==> images/cell_density.png <==
(1.5 px per um) 28 x 28 tiles, from white (low) to dark blue (high), 0 to 100% covered.
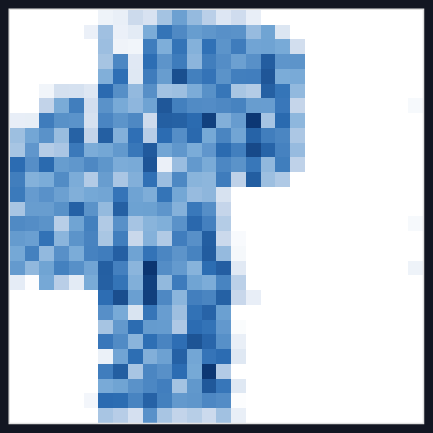
==> images/layer_met1.png <==
(1 px per um) Supply wires on this layer in gray.
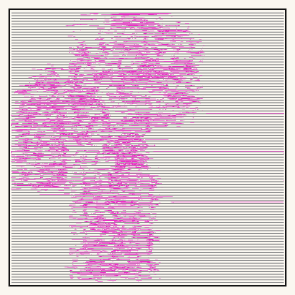
==> images/clk_routes.png <==
(1.5 px per um)
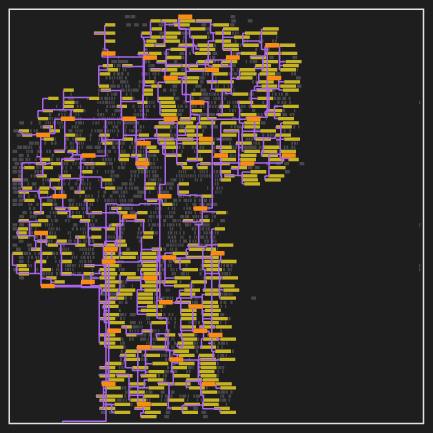
==> images/layer_met3.png <==
(1.5 px per um)
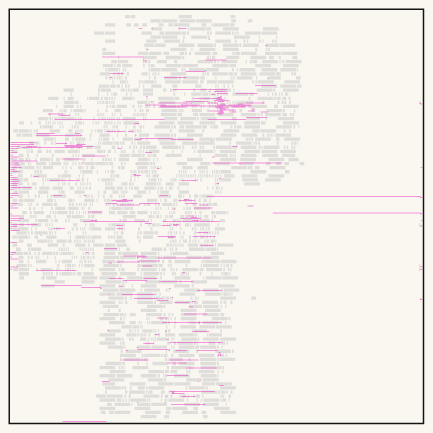
File: src/rtl/spi_pkg.sv
// rtl/spi_pkg.sv - register map, bit positions and FSM states for spi_fifo_master
package spi_pkg;

    localparam logic [1:0] REG_DATA  = 2'd0;
    localparam logic [1:0] REG_CTRL  = 2'd1;
    localparam logic [1:0] REG_STAT  = 2'd2;
    localparam logic [1:0] REG_IRQEN = 2'd3;

    localparam int CTRL_EN     = 0;
    localparam int CTRL_CPOL   = 1;
    localparam int CTRL_CPHA   = 2;
    localparam int CTRL_LSB    = 3;
    localparam int CTRL_RX_EN  = 4;
    localparam int CTRL_CS_LO  = 8;
    localparam int CTRL_DIV_LO = 16;

    localparam int STAT_BUSY     = 0;
    localparam int STAT_TX_FULL  = 1;
    localparam int STAT_TX_EMPTY = 2;
    localparam int STAT_RX_EMPTY = 3;
    localparam int STAT_RX_FULL  = 4;
    localparam int STAT_RX_OVF   = 5;
    localparam int STAT_TX_OVF   = 6;
    localparam int STAT_LEVEL_LO = 16;

    typedef enum logic [1:0] {IDLE, SETUP, SHIFT, HOLD} spi_state_t;

    function automatic logic [31:0] byte_merge(input logic [31:0] old_v,
                                               input logic [31:0] new_v,
                                               input logic [3:0]  mask);
        logic [31:0] r;
        for (int b = 0; b < 4; b++) begin
            r[b*8 +: 8] = mask[b] ? new_v[b*8 +: 8] : old_v[b*8 +: 8];
        end
        return r;
    endfunction

endpackage

File: src/rtl/sync_fifo.sv
// rtl/sync_fifo.sv - single-clock FIFO with level output; a push into a full FIFO is dropped
module sync_fifo #(
    parameter int WIDTH = 8,
    parameter int DEPTH = 16
) (
    input  logic                     clk,
    input  logic                     reset,
    input  logic                     push,
    input  logic [WIDTH-1:0]         wdata,
    input  logic                     pop,
    output logic [WIDTH-1:0]         rdata,
    output logic                     full,
    output logic                     empty,
    output logic [$clog2(DEPTH):0]   level
);
    localparam int AW = $clog2(DEPTH);

    logic [WIDTH-1:0] mem [DEPTH];
    logic [AW-1:0]    wr_ptr;
    logic [AW-1:0]    rd_ptr;
    logic [AW:0]      count;
    logic             do_push;
    logic             do_pop;

    assign empty   = (count == '0);
    assign full    = (count == (AW+1)'(DEPTH));
    assign level   = count;
    assign rdata   = mem[rd_ptr];
    assign do_pop  = pop && !empty;
    // A pop in the same cycle frees the slot the push needs.
    assign do_push = push && (!full || do_pop);

    always_ff @(posedge clk) begin
        if (do_push) begin
            mem[wr_ptr] <= wdata;
        end
    end

    always_ff @(posedge clk) begin
        if (reset) begin
            wr_ptr <= '0;
            rd_ptr <= '0;
            count  <= '0;
        end else begin
            if (do_push) wr_ptr <= wr_ptr + 1'b1;
            if (do_pop)  rd_ptr <= rd_ptr + 1'b1;
            case ({do_push, do_pop})
                2'b10:   count <= count + 1'b1;
                2'b01:   count <= count - 1'b1;
                default: count <= count;
            endcase
        end
    end

endmodule

File: src/rtl/spi_fifo_master.sv
// rtl/spi_fifo_master.sv - memory-mapped SPI master with TX/RX FIFOs, clock divider and all CPOL/CPHA modes
module spi_fifo_master
    import spi_pkg::*;
#(
    parameter int DATA_W     = 8,
    parameter int FIFO_DEPTH = 16,
    parameter int NUM_CS     = 2,
    parameter int DIV_W      = 16
) (
    input  logic              clk,
    input  logic              reset,
    input  logic [31:0]       address_in,
    input  logic              sel_in,
    input  logic              read_in,
    input  logic [3:0]        write_mask_in,
    input  logic [31:0]       write_value_in,
    output logic [31:0]       read_value_out,
    output logic              ready_out,
    output logic              spi_clk,
    output logic              spi_mosi,
    input  logic              spi_miso,
    output logic [NUM_CS-1:0] spi_cs_n,
    output logic              lcd_dc,
    output logic              irq_out
);
    localparam int LVL_W = $clog2(FIFO_DEPTH) + 1;
    localparam int HP_W  = $clog2(2*DATA_W + 1);
    localparam logic [HP_W-1:0] LAST_HP   = HP_W'(2*DATA_W);
    localparam logic [31:0]     CTRL_MASK = 32'h0000_0F1F | {16'((32'd1 << DIV_W) - 32'd1), 16'h0};

    spi_state_t        state, state_n;
    logic [31:0]       ctrl_q, act_ctrl, rd_data;
    logic [1:0]        irqen_q, reg_sel;
    logic              tx_ovf_q, rx_ovf_q;
    logic [DIV_W-1:0]  hcnt;
    logic [HP_W-1:0]   hp;
    logic [DATA_W-1:0] tx_sr, rx_sr, tx_word;
    logic [DATA_W:0]   tx_rdata;
    logic [DATA_W-1:0] rx_rdata;
    logic [LVL_W-1:0]  tx_level, unused_rx_level;
    logic              tx_full, tx_empty, rx_full, rx_empty;
    logic              wr_en, tx_push_bus, rx_pop_bus, tx_pop, rx_push;
    logic              tick, hold_go, enter_shift, mid_edge, lead, trail, sample, shift_ev;
    logic              unused_addr;

    assign unused_addr = ^{address_in[31:4], address_in[1:0]};
    assign reg_sel     = address_in[3:2];
    assign wr_en       = sel_in && !read_in && (write_mask_in != 4'b0);
    assign tx_push_bus = wr_en && (reg_sel == REG_DATA);
    assign rx_pop_bus  = sel_in && read_in && (reg_sel == REG_DATA);
    assign tx_word     = tx_rdata[DATA_W-1:0];

    sync_fifo #(.WIDTH(DATA_W+1), .DEPTH(FIFO_DEPTH)) u_tx_fifo (
        .clk(clk), .reset(reset), .push(tx_push_bus),
        .wdata({write_value_in[31], write_value_in[DATA_W-1:0]}),
        .pop(tx_pop), .rdata(tx_rdata), .full(tx_full), .empty(tx_empty), .level(tx_level)
    );

    sync_fifo #(.WIDTH(DATA_W), .DEPTH(FIFO_DEPTH)) u_rx_fifo (
        .clk(clk), .reset(reset), .push(rx_push), .wdata(rx_sr),
        .pop(rx_pop_bus), .rdata(rx_rdata), .full(rx_full), .empty(rx_empty), .level(unused_rx_level)
    );

    function automatic logic first_bit(input logic [DATA_W-1:0] w, input logic lsb);
        return lsb ? w[0] : w[DATA_W-1];
    endfunction

    function automatic logic [DATA_W-1:0] shift_out(input logic [DATA_W-1:0] w, input logic lsb);
        return lsb ? {1'b0, w[DATA_W-1:1]} : {w[DATA_W-2:0], 1'b0};
    endfunction

    function automatic logic [NUM_CS-1:0] cs_decode(input logic [3:0] idx);
        logic [NUM_CS-1:0] r;
        r = '1;
        for (int i = 0; i < NUM_CS; i++) begin
            if (idx == i[3:0]) r[i] = 1'b0;
        end
        return r;
    endfunction

    // Transfer timing follows the CTRL snapshot taken at SETUP, not the live register.
    assign tick    = (hcnt == act_ctrl[CTRL_DIV_LO +: DIV_W]);
    assign hold_go = ctrl_q[CTRL_EN] && !tx_empty && (ctrl_q == act_ctrl);

    always_comb begin
        state_n = state;
        tx_pop  = 1'b0;
        rx_push = 1'b0;
        unique case (state)
            IDLE:  if (ctrl_q[CTRL_EN] && !tx_empty) begin
                       state_n = SETUP;
                       tx_pop  = 1'b1;
                   end
            SETUP: if (tick) state_n = SHIFT;
            SHIFT: if (tick && hp == LAST_HP) begin
                       state_n = HOLD;
                       rx_push = act_ctrl[CTRL_RX_EN];
                   end
            HOLD:  if (tick) begin
                       if (hold_go) begin
                           state_n = SHIFT;
                           tx_pop  = 1'b1;
                       end else begin
                           state_n = IDLE;
                       end
                   end
            default: state_n = IDLE;
        endcase
    end

    // Half-period hp is 1..2*DATA_W; odd half-periods start on a leading edge.
    assign enter_shift = (state_n == SHIFT) && (state != SHIFT);
    assign mid_edge    = (state == SHIFT) && tick && (hp != LAST_HP);
    assign lead        = enter_shift || (mid_edge && !hp[0]);
    assign trail       = mid_edge && hp[0];
    assign sample      = act_ctrl[CTRL_CPHA] ? trail : lead;
    assign shift_ev    = act_ctrl[CTRL_CPHA] ? lead : trail;

    always_ff @(posedge clk) begin
        if (reset) state <= IDLE;
        else       state <= state_n;
    end

    always_ff @(posedge clk) begin
        if (reset) begin
            hcnt     <= '0;
            hp       <= '0;
            tx_sr    <= '0;
            rx_sr    <= '0;
            act_ctrl <= '0;
            spi_clk  <= 1'b0;
            spi_mosi <= 1'b0;
            spi_cs_n <= '1;
            lcd_dc   <= 1'b0;
        end else begin
            hcnt <= (state == IDLE || tick) ? '0 : hcnt + 1'b1;
            if (state == IDLE && state_n == SETUP) begin
                act_ctrl <= ctrl_q;
                lcd_dc   <= tx_rdata[DATA_W];
                spi_clk  <= ctrl_q[CTRL_CPOL];
                spi_cs_n <= cs_decode(ctrl_q[CTRL_CS_LO +: 4]);
                if (ctrl_q[CTRL_CPHA]) begin
                    tx_sr <= tx_word;
                end else begin
                    spi_mosi <= first_bit(tx_word, ctrl_q[CTRL_LSB]);
                    tx_sr    <= shift_out(tx_word, ctrl_q[CTRL_LSB]);
                end
            end
            if (enter_shift) begin
                hp      <= HP_W'(1);
                spi_clk <= ~act_ctrl[CTRL_CPOL];
            end else if (mid_edge) begin
                hp      <= hp + 1'b1;
                spi_clk <= ~spi_clk;
            end
            if (state == HOLD && state_n == SHIFT) begin
                lcd_dc   <= tx_rdata[DATA_W];
                spi_mosi <= first_bit(tx_word, act_ctrl[CTRL_LSB]);
                tx_sr    <= shift_out(tx_word, act_ctrl[CTRL_LSB]);
            end else if (shift_ev) begin
                spi_mosi <= first_bit(tx_sr, act_ctrl[CTRL_LSB]);
                tx_sr    <= shift_out(tx_sr, act_ctrl[CTRL_LSB]);
            end
            // Mode 0/2 back-to-back words: present the next first bit before its leading edge.
            if (!act_ctrl[CTRL_CPHA] && state_n == HOLD) begin
                spi_mosi <= first_bit(tx_word, act_ctrl[CTRL_LSB]);
            end
            if (sample) begin
                rx_sr <= act_ctrl[CTRL_LSB] ? {spi_miso, rx_sr[DATA_W-1:1]}
                                            : {rx_sr[DATA_W-2:0], spi_miso};
            end
            if (state != IDLE && state_n == IDLE) spi_cs_n <= '1;
        end
    end

    always_comb begin
        rd_data = '0;
        case (reg_sel)
            REG_DATA:  if (!rx_empty) rd_data[DATA_W-1:0] = rx_rdata;
            REG_CTRL:  rd_data = ctrl_q;
            REG_STAT:  begin
                rd_data[STAT_BUSY]     = (state != IDLE);
                rd_data[STAT_TX_FULL]  = tx_full;
                rd_data[STAT_TX_EMPTY] = tx_empty;
                rd_data[STAT_RX_EMPTY] = rx_empty;
                rd_data[STAT_RX_FULL]  = rx_full;
                rd_data[STAT_RX_OVF]   = rx_ovf_q;
                rd_data[STAT_TX_OVF]   = tx_ovf_q;
                rd_data[STAT_LEVEL_LO +: LVL_W] = tx_level;
            end
            default:   rd_data[1:0] = irqen_q;
        endcase
    end

    always_ff @(posedge clk) begin
        if (reset) begin
            ready_out      <= 1'b0;
            read_value_out <= '0;
            ctrl_q         <= '0;
            irqen_q        <= '0;
            tx_ovf_q       <= 1'b0;
            rx_ovf_q       <= 1'b0;
        end else begin
            ready_out      <= sel_in;
            read_value_out <= (sel_in && read_in) ? rd_data : '0;
            if (wr_en && reg_sel == REG_CTRL) begin
                ctrl_q <= byte_merge(ctrl_q, write_value_in, write_mask_in) & CTRL_MASK;
            end
            if (wr_en && reg_sel == REG_IRQEN && write_mask_in[0]) begin
                irqen_q <= write_value_in[1:0];
            end
            if (tx_push_bus && tx_full && !tx_pop) begin
                tx_ovf_q <= 1'b1;
            end else if (wr_en && reg_sel == REG_STAT && write_mask_in[0] && write_value_in[STAT_TX_OVF]) begin
                tx_ovf_q <= 1'b0;
            end
            if (rx_push && rx_full && !rx_pop_bus) begin
                rx_ovf_q <= 1'b1;
            end else if (wr_en && reg_sel == REG_STAT && write_mask_in[0] && write_value_in[STAT_RX_OVF]) begin
                rx_ovf_q <= 1'b0;
            end
        end
    end

    assign irq_out = |(irqen_q & {!rx_empty, tx_empty});

endmodule
File: config.mk
export PLATFORM = sky130hd
export DESIGN_NAME = spi_fifo_master
export DESIGN_NICKNAME = d
export VERILOG_FILES = /design/src/rtl/spi_pkg.sv /design/src/rtl/sync_fifo.sv /design/src/rtl/spi_fifo_master.sv
export SDC_FILE = /design/constraint.sdc
export NUM_CORES = 1
export LEC_CHECK = 0
export ABC_AREA = 1
export CORE_MARGIN = 1
export CORE_UTILIZATION = 25
export DETAILED_ROUTE_END_ITERATION = 8
export SLEW_MARGIN = 25
export SYNTH_ARGS = -nofsm -noshare
export SYNTH_HDL_FRONTEND = slang
export SYNTH_SLANG_ARGS = --single-unit
File: constraint.sdc
create_clock -name clk -period 7.9 [get_ports clk]
set_input_delay 1.58 -clock clk [delete_from_list [all_inputs] [get_ports clk]]
set_output_delay 1.58 -clock clk [all_outputs]
set_load 0.03 [all_outputs]
==> metrics.cfg <==
[drt]
ant_nets = 0
dr_wl_met2_mm = 21.57
drcViolationCount = 4

[status]
status = finished with violations
violations = DRC

[layout]
multiInputCombCellCount = 1175
drive_gt1_share_pct = 7.037
nClkBuffers = 56
nNonClkBuffers = 81
inverters = 192

[power_and_ir_drop]
total_leakage_power_nw = 7.585
total_power_mw = 5.445
seq-power_mw = 2.65
vdd_drop_max_mv = 0.1382

[synthesis]
ys_sh_adder_pct = 1.986
yosys_warnings = 0

[die]
rows = 99

[min_path]
hp-class = register to register
holdCritStartpoint = rx_ovf_q$_SDFFE_PP0P_

[setup_path]
worst-r2r-cell-count = 18

[run]
cap_viol_max_count = 0

[cts]
postCtsHoldBufs = 0

About cell_density.png:
mean over tiles	27%
tiles over 75% full	7.1%
nearly empty tiles	49%
fullest tile	98%

About layer_met1.png:
main direction	horizontal
nets with wire on the layer	1,874
share of all routed wire	44%
via count: 13,421
GR Util met1: 15.09%
WL final: 45.01 mm

About clk_routes.png:
[flip-flops] yellow | count: 433
[clock wires] purple | length: 5,250 um
[clock drivers] orange | count: 43
routed clock nets	44
clock latency on the worst-skew pair: 570 ps
Clk power: 2.15 mW
clock share of power: 39.6%

About layer_met3.png:
nets with wire on the layer	166
share of all routed wire	5.3%
wire length on this layer	2,400 um
main direction	horizontal
met3 usage: 1.711%

No activity file was given, so power comes from the tool's default toggle rates.
